### src/rtl/serial_cmd_pkg.sv
`default_nettype none
// ============================================================================
// Module      : serial_cmd_pkg
// Description : Shared types and constants for the serial command-frame
//               controller: FSM state encoding, command codes, default
//               frame start marker and a saturating counter helper.
// Revision    : 1.0 - initial release
// ============================================================================
package serial_cmd_pkg;

    typedef enum logic [2:0] {
        ST_IDLE    = 3'd0,
        ST_CMD     = 3'd1,
        ST_LEN     = 3'd2,
        ST_PAYLOAD = 3'd3,
        ST_CHK     = 3'd4,
        ST_COMMIT  = 3'd5
    } state_t;

    localparam logic [7:0] CMD_LOAD          = 8'h01;
    localparam logic [7:0] CMD_SET_MODE      = 8'h02;
    localparam logic [7:0] CMD_START         = 8'h03;
    localparam logic [7:0] CMD_SET_ADDR      = 8'h04;
    localparam logic [7:0] SYNC_BYTE_DEFAULT = 8'hA5;

    // Increment that sticks at 255 instead of wrapping.
    function automatic logic [7:0] sat_inc8(input logic [7:0] v);
        return (v == 8'hFF) ? v : v + 8'd1;
    endfunction

endpackage
`default_nettype wire

### src/rtl/serial_cmd_wr_port.sv
`default_nettype none
// ============================================================================
// Module      : serial_cmd_wr_port
// Description : One-entry holding register in front of the pixel memory
//               write port. Captures a byte at the current write pointer,
//               holds request/address/data until accepted, drops bytes that
//               arrive while a request is still waiting (sticky overflow).
//               The pointer advances once per byte taken into the register,
//               so a pointer reload never disturbs a request in flight.
// Revision    : 1.0 - initial release
// ============================================================================
module serial_cmd_wr_port #(
    parameter int ADDR_W = 16
) (
    input  logic              clk_i,
    input  logic              reset_i,
    input  logic              push_i,
    input  logic [7:0]        push_data_i,
    input  logic              ptr_load_i,
    input  logic [ADDR_W-1:0] ptr_value_i,
    input  logic              mem_wr_ready_i,
    output logic              mem_wr_en_o,
    output logic [ADDR_W-1:0] mem_wr_addr_o,
    output logic [7:0]        mem_wr_data_o,
    output logic              overflow_o
);

    logic              valid_q, valid_d;
    logic [ADDR_W-1:0] addr_q,  addr_d;
    logic [7:0]        data_q,  data_d;
    logic [ADDR_W-1:0] ptr_q,   ptr_d;
    logic              ovf_q,   ovf_d;
    logic              w_accept;
    logic              w_stalled;

    assign w_accept  = valid_q &  mem_wr_ready_i;
    assign w_stalled = valid_q & ~mem_wr_ready_i;

    // Next-state: retire on handshake, capture or drop new bytes, reload pointer.
    always_comb begin
        valid_d = valid_q;
        addr_d  = addr_q;
        data_d  = data_q;
        ptr_d   = ptr_q;
        ovf_d   = ovf_q;
        if (w_accept) begin
            valid_d = 1'b0;
        end
        if (push_i) begin
            if (w_stalled) begin
                ovf_d = 1'b1;
            end else begin
                valid_d = 1'b1;
                addr_d  = ptr_q;
                data_d  = push_data_i;
                ptr_d   = ptr_q + ADDR_W'(1);
            end
        end
        if (ptr_load_i) begin
            ptr_d = ptr_value_i;
        end
    end

    // State register; reset drops any pending request.
    always_ff @(posedge clk_i) begin
        if (reset_i) begin
            valid_q <= 1'b0;
            addr_q  <= '0;
            data_q  <= '0;
            ptr_q   <= '0;
            ovf_q   <= 1'b0;
        end else begin
            valid_q <= valid_d;
            addr_q  <= addr_d;
            data_q  <= data_d;
            ptr_q   <= ptr_d;
            ovf_q   <= ovf_d;
        end
    end

    assign mem_wr_en_o   = valid_q;
    assign mem_wr_addr_o = addr_q;
    assign mem_wr_data_o = data_q;
    assign overflow_o    = ovf_q;

endmodule
`default_nettype wire

### src/rtl/serial_cmd_ctrl.sv
`default_nettype none
// ============================================================================
// Module      : serial_cmd_ctrl
// Description : Command-frame controller behind the serial byte receiver.
//               Frame: SYNC, CMD, LEN, payload[LEN], CHK. LOAD payload is
//               streamed to pixel memory; SET_MODE / SET_ADDR / START are
//               committed one cycle after the last frame byte.
//               Build option: define SERIAL_CMD_CHKSUM_EN to include the
//               trailing XOR checksum byte; otherwise frames end after the
//               payload (or after LEN when LEN is zero).
// Revision    : 1.0 - initial release
// ============================================================================
module serial_cmd_ctrl
    import serial_cmd_pkg::*;
#(
    parameter logic [7:0] SYNC_BYTE      = SYNC_BYTE_DEFAULT,
    parameter int         ADDR_W         = 16,
    parameter int         TIMEOUT_CYCLES = 100000
) (
    input  logic              clk_24_i,
    input  logic              reset_i,
    input  logic              rx_ready_i,
    input  logic [7:0]        rx_data_i,
    input  logic              mem_wr_ready_i,
    output logic              mem_wr_en_o,
    output logic [ADDR_W-1:0] mem_wr_addr_o,
    output logic [7:0]        mem_wr_data_o,
    output logic [7:0]        mode_o,
    output logic              start_proc_o,
    output logic              busy_o,
    output logic [7:0]        err_cnt_o,
    output logic              overflow_o
);

    localparam int TMO_W = $clog2(TIMEOUT_CYCLES + 1);
    localparam logic [TMO_W-1:0] TMO_LAST = TMO_W'(TIMEOUT_CYCLES - 1);

`ifdef SERIAL_CMD_CHKSUM_EN
    localparam state_t ST_AFTER_DATA = ST_CHK;
`else
    localparam state_t ST_AFTER_DATA = ST_COMMIT;
`endif

    logic             rx_ready_d_q;
    logic             w_strobe;
    state_t           state_q, state_d;
    logic [7:0]       cmd_q,   cmd_d;
    logic [7:0]       len_q,   len_d;
    logic [7:0]       cnt_q,   cnt_d;
    logic [7:0]       b0_q,    b0_d;
    logic [7:0]       b1_q,    b1_d;
    logic [7:0]       mode_q,  mode_d;
    logic [7:0]       err_q,   err_d;
    logic             start_q, start_d;
    logic [TMO_W-1:0] tmo_q,   tmo_d;
    logic             w_chk_ok;
    logic             w_push;
    logic             w_ptr_load;
    logic [15:0]      w_addr_word;

`ifdef SERIAL_CMD_CHKSUM_EN
    logic [7:0]       chk_q,    chk_d;
    logic             chk_ok_q, chk_ok_d;
    assign w_chk_ok = chk_ok_q;
`else
    assign w_chk_ok = 1'b1;
`endif

    // One-cycle strobe per received byte from the receiver's level flag.
    assign w_strobe    = rx_ready_i & ~rx_ready_d_q;
    assign w_addr_word = {b0_q, b1_q};

    // Frame parser next-state, commit decisions and write-port requests.
    always_comb begin
        state_d    = state_q;
        cmd_d      = cmd_q;
        len_d      = len_q;
        cnt_d      = cnt_q;
        b0_d       = b0_q;
        b1_d       = b1_q;
        mode_d     = mode_q;
        err_d      = err_q;
        start_d    = 1'b0;
        w_push     = 1'b0;
        w_ptr_load = 1'b0;
`ifdef SERIAL_CMD_CHKSUM_EN
        chk_d      = chk_q;
        chk_ok_d   = chk_ok_q;
`endif
        tmo_d = ((state_q == ST_IDLE) || w_strobe) ? '0 : tmo_q + TMO_W'(1);

        case (state_q)
            ST_IDLE: begin
                if (w_strobe && (rx_data_i == SYNC_BYTE)) begin
                    state_d = ST_CMD;
                end
            end
            ST_CMD: begin
                if (w_strobe) begin
                    cmd_d   = rx_data_i;
`ifdef SERIAL_CMD_CHKSUM_EN
                    chk_d   = rx_data_i;
`endif
                    state_d = ST_LEN;
                end
            end
            ST_LEN: begin
                if (w_strobe) begin
                    len_d   = rx_data_i;
                    cnt_d   = 8'd0;
`ifdef SERIAL_CMD_CHKSUM_EN
                    chk_d   = chk_q ^ rx_data_i;
`endif
                    state_d = (rx_data_i == 8'd0) ? ST_AFTER_DATA : ST_PAYLOAD;
                end
            end
            ST_PAYLOAD: begin
                if (w_strobe) begin
`ifdef SERIAL_CMD_CHKSUM_EN
                    chk_d = chk_q ^ rx_data_i;
`endif
                    if (cnt_q == 8'd0) b0_d = rx_data_i;
                    if (cnt_q == 8'd1) b1_d = rx_data_i;
                    w_push = (cmd_q == CMD_LOAD);
                    cnt_d  = cnt_q + 8'd1;
                    if ((cnt_q + 8'd1) == len_q) begin
                        state_d = ST_AFTER_DATA;
                    end
                end
            end
`ifdef SERIAL_CMD_CHKSUM_EN
            ST_CHK: begin
                if (w_strobe) begin
                    chk_ok_d = (rx_data_i == chk_q);
                    state_d  = ST_COMMIT;
                end
            end
`endif
            ST_COMMIT: begin
                state_d = ST_IDLE;
                case (cmd_q)
                    CMD_LOAD: begin
                        if (!w_chk_ok) err_d = sat_inc8(err_q);
                    end
                    CMD_SET_MODE: begin
                        if (w_chk_ok && (len_q >= 8'd1)) mode_d = b0_q;
                        else                              err_d  = sat_inc8(err_q);
                    end
                    CMD_START: begin
                        if (w_chk_ok) start_d = 1'b1;
                        else          err_d   = sat_inc8(err_q);
                    end
                    CMD_SET_ADDR: begin
                        if (w_chk_ok && (len_q >= 8'd2)) w_ptr_load = 1'b1;
                        else                              err_d      = sat_inc8(err_q);
                    end
                    default: begin
                        err_d = sat_inc8(err_q);
                    end
                endcase
            end
            default: begin
                state_d = ST_IDLE;
            end
        endcase

        // Abort a stalled frame; COMMIT always completes in its single cycle.
        if ((state_q != ST_IDLE) && (state_q != ST_COMMIT) && !w_strobe &&
            (tmo_q == TMO_LAST)) begin
            state_d = ST_IDLE;
            err_d   = sat_inc8(err_q);
        end
    end

    // Parser state register; the edge detector starts high so a level
    // already present at reset release is not mistaken for a new byte.
    always_ff @(posedge clk_24_i) begin
        if (reset_i) begin
            rx_ready_d_q <= 1'b1;
            state_q      <= ST_IDLE;
            cmd_q        <= '0;
            len_q        <= '0;
            cnt_q        <= '0;
            b0_q         <= '0;
            b1_q         <= '0;
            mode_q       <= '0;
            err_q        <= '0;
            start_q      <= 1'b0;
            tmo_q        <= '0;
`ifdef SERIAL_CMD_CHKSUM_EN
            chk_q        <= '0;
            chk_ok_q     <= 1'b0;
`endif
        end else begin
            rx_ready_d_q <= rx_ready_i;
            state_q      <= state_d;
            cmd_q        <= cmd_d;
            len_q        <= len_d;
            cnt_q        <= cnt_d;
            b0_q         <= b0_d;
            b1_q         <= b1_d;
            mode_q       <= mode_d;
            err_q        <= err_d;
            start_q      <= start_d;
            tmo_q        <= tmo_d;
`ifdef SERIAL_CMD_CHKSUM_EN
            chk_q        <= chk_d;
            chk_ok_q     <= chk_ok_d;
`endif
        end
    end

    serial_cmd_wr_port #(
        .ADDR_W (ADDR_W)
    ) u_wr_port (
        .clk_i          (clk_24_i),
        .reset_i        (reset_i),
        .push_i         (w_push),
        .push_data_i    (rx_data_i),
        .ptr_load_i     (w_ptr_load),
        .ptr_value_i    (ADDR_W'(w_addr_word)),
        .mem_wr_ready_i (mem_wr_ready_i),
        .mem_wr_en_o    (mem_wr_en_o),
        .mem_wr_addr_o  (mem_wr_addr_o),
        .mem_wr_data_o  (mem_wr_data_o),
        .overflow_o     (overflow_o)
    );

    assign mode_o       = mode_q;
    assign start_proc_o = start_q;
    assign busy_o       = (state_q != ST_IDLE);
    assign err_cnt_o    = err_q;

endmodule
`default_nettype wire
### config.mk
export PLATFORM = sky130hd
export DESIGN_NAME = serial_cmd_ctrl
export DESIGN_NICKNAME = d
export VERILOG_FILES = /design/src/rtl/serial_cmd_pkg.sv /design/src/rtl/serial_cmd_wr_port.sv /design/src/rtl/serial_cmd_ctrl.sv
export SDC_FILE = /design/constraint.sdc
export NUM_CORES = 1
export LEC_CHECK = 0
export CORE_MARGIN = 2
export CORE_UTILIZATION = 61
export CTS_CLUSTER_DIAMETER = 40
export DETAILED_ROUTE_END_ITERATION = 6
export PLACE_DENSITY = 0.85
export SLEW_MARGIN = 20
export SYNTH_ARGS = -nofsm -noshare
export SYNTH_HDL_FRONTEND = slang
export SYNTH_SLANG_ARGS = --single-unit
### constraint.sdc
create_clock -name clk_24_i -period 6.7 [get_ports clk_24_i]
set_clock_uncertainty 0.05 [all_clocks]
set_input_delay 1.005 -clock clk_24_i [delete_from_list [all_inputs] [get_ports clk_24_i]]
set_output_delay 1.005 -clock clk_24_i [all_outputs]
set_load 0.01 [all_outputs]
**I/O nets highlighted**

(4 px per um)
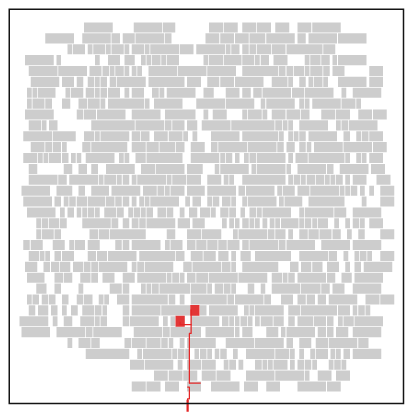
Key: red = `mem_wr_ready_i` [bits 1, direction input, edge bottom, end cells 2, buffers 1, wire 29.5 um]
IO Pins: 56
IO Port Bufs: 55

**Signal wires by layer**

(4 px per um) Two of the layers only.
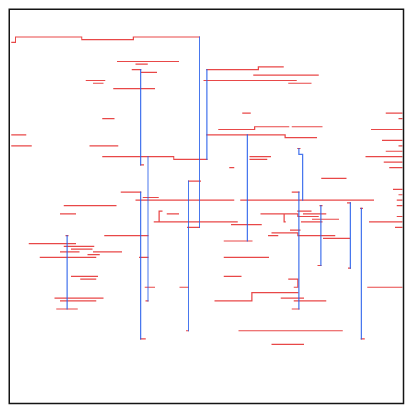
Key: red = M3 [wire length 732 um]; blue = M4 [wire length 356 um]
vias post-DR: 4909
GRT Total Usage: 29.09%
DR WL/cell: 17.07 um

**Register map, names as in the netlist**

(6 px per um) Other sequential cells in the stronger grey, the rest of the logic in the fainter grey.
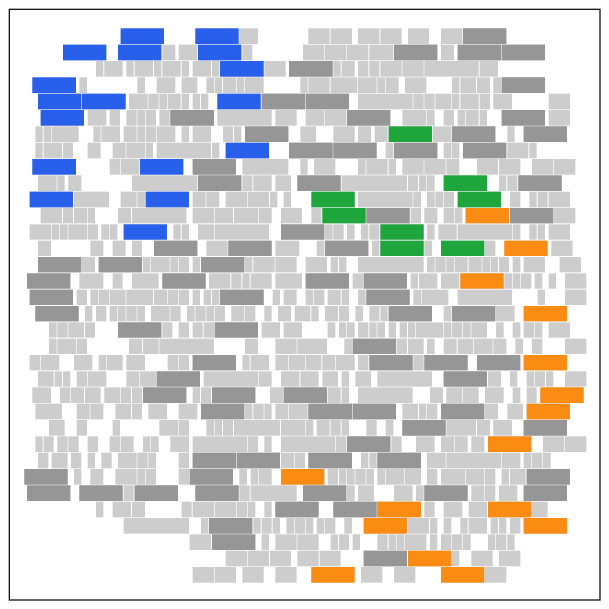
Key: green = `b0_q` [flops 8]; orange = `u_wr_port.mem_wr_addr_o` [flops 16]; blue = `tmo_q` [flops 17, where top left]
Core Util, Final: 76.27%
Power Sequential: 0.721 mW
sequential cell area share: 36.29%

==> impl_metrics.toml <==
# generated from flow reports
[synth]
synth-seq-cells = 120
syn-instance-count = 649
xor_share_pct = 6.309
synth_area_per_cell_um2 = 8.342
flop_cell = "dfxtp_1"
top_area_cell = "dfxtp_1"
edf_count = 0
synthSimpleGateAreaFrac_pct = 28.17
async_flop_share_pct = 0
topCombFamilyByArea = "simple AND/OR/NAND/NOR gates"
synthTopCellsByCount = "dfxtp_1, nand2_1, nor2_1, a21oi_1, nand3_1"
yosys-mux-area-fraction_pct = 3.559
synth_nets = 667
topCellsByArea = "dfxtp_1, nand2_1, a21oi_1, nor2_1, xor2_1"
ys_seq_share_pct = 44.37
syn_area_mm2 = 0.005414
adder_share_pct = 1.387

[routing]
drtAntennaViolNets = 0
top_layer_used = "met4"
drt_first_pass_iters = 4
remaining_drc_errors = 0
wl_met1_um = 5780
viasPerCell = 6.023

[job]
warnings = 28
maxCapViolCount = 0

[final_timing]
tightest_slew_ns = 0.8576
setup_tns_ns = 0
fin_crit_ns = 3.749
rsz0062_at_grt = "false"
clock.fmax_mhz = 266.7
slew_violations = 0
hold_viol = 0

[place]
gp_congestion = 0.9188
hpwl_um = 8929

[clocking]
cts_made_buffers = 17
clock_path_buffers = 2
clkLatencyLatePin_ns = 0.52
clock-sinks = 120
clkTransAtPathRegs_ns = 0.06
cts_resized = 0
root_buffer = "clkbuf_8"
htreeDepth = 4

[critical_path]
cpMostUsedCell = "nor2_1"
cp_top_family = "simple AND/OR/NAND/NOR gates"
end_kind = "register"
startpoint = "rx_ready_i"
crit_required_ns = 7.08
max_stage_delay_ns = 0.68
arrival_ns = 4.13
crit_chain = "clkdlybuf4s50_1, nand4bb_1, nor2_1, nand4_1, buf_6, nor2_1, xnor2_1, a211oi_1"

[power]
power_mw = 1.720
p_seq_share_pct = 41.9
pg_clk_mw = 0.955
largestPowerGroup = "the clock network"
combPwrFrac_pct = 2.5
p_per_area_mw_per_mm2 = 259.9
p_comb_mw = 0.0437
p_clk_share_pct = 55.5
vdd_ir_drop_max_mv = 0.1647

[layout]
final_nets = 712
buffers = 59
logic_gate_count = 487
inv_count = 9
area_growth_pct = 22.26
lay_top_cells = "dfxtp_1, nand2_1, nor2_1"
fillers = 601
largest_class = "multi-input combinational cells"
buf_share_pct = 8.752
largest_reg_flops = 17

[global_route]
grt_pass1_vias = 4645
grt_max_degree = 79
grtUsageMet3_pct = 5.583
grt_antenna_before_repair = 0
use_met1_pct = 35.09
busiest_layer = "met2"
grtUsageMet2_pct = 50.95
grt_pass1_wl_um = 22520

[floorplanning]
coreArea_mm2 = 0.008678
fp-row-count = 34
die-width_um = 98.21
die_h_um = 98.21

[status]
outcome = "finished clean"

[min_path]
min_path_type = "register to register"
[per-stage QoR]
step	worst slack [ns]	area (um2)	utilization (%)	instances	hold slack (ns)
after detailed placement	2.195	5978	68.89	782	0.3980
after global routing	2.734	6619	76.27	815	0.4125
after global placement	2.379	5978	68.89	782	0.3891
after floorplan	4.007	5414	-	649	0.3815
after CTS	2.683	6601	76.07	814	0.4073
final	2.951	6619	76.27	815	0.4035
[worst paths after layout]
path / to / slack, ns / cells after the start
worst max-delay path: u_wr_port.ptr_q[3] / 2.95 / 8
worst min-delay path: u_wr_port.mem_wr_addr_o[0] / 0.40 / 2
worst max register to register: u_wr_port.ptr_q[3] / 3.44 / 7
worst min register to register: u_wr_port.mem_wr_addr_o[0] / 0.40 / 2
Power figures rest on the tool's default switching activity, not on a simulated workload.
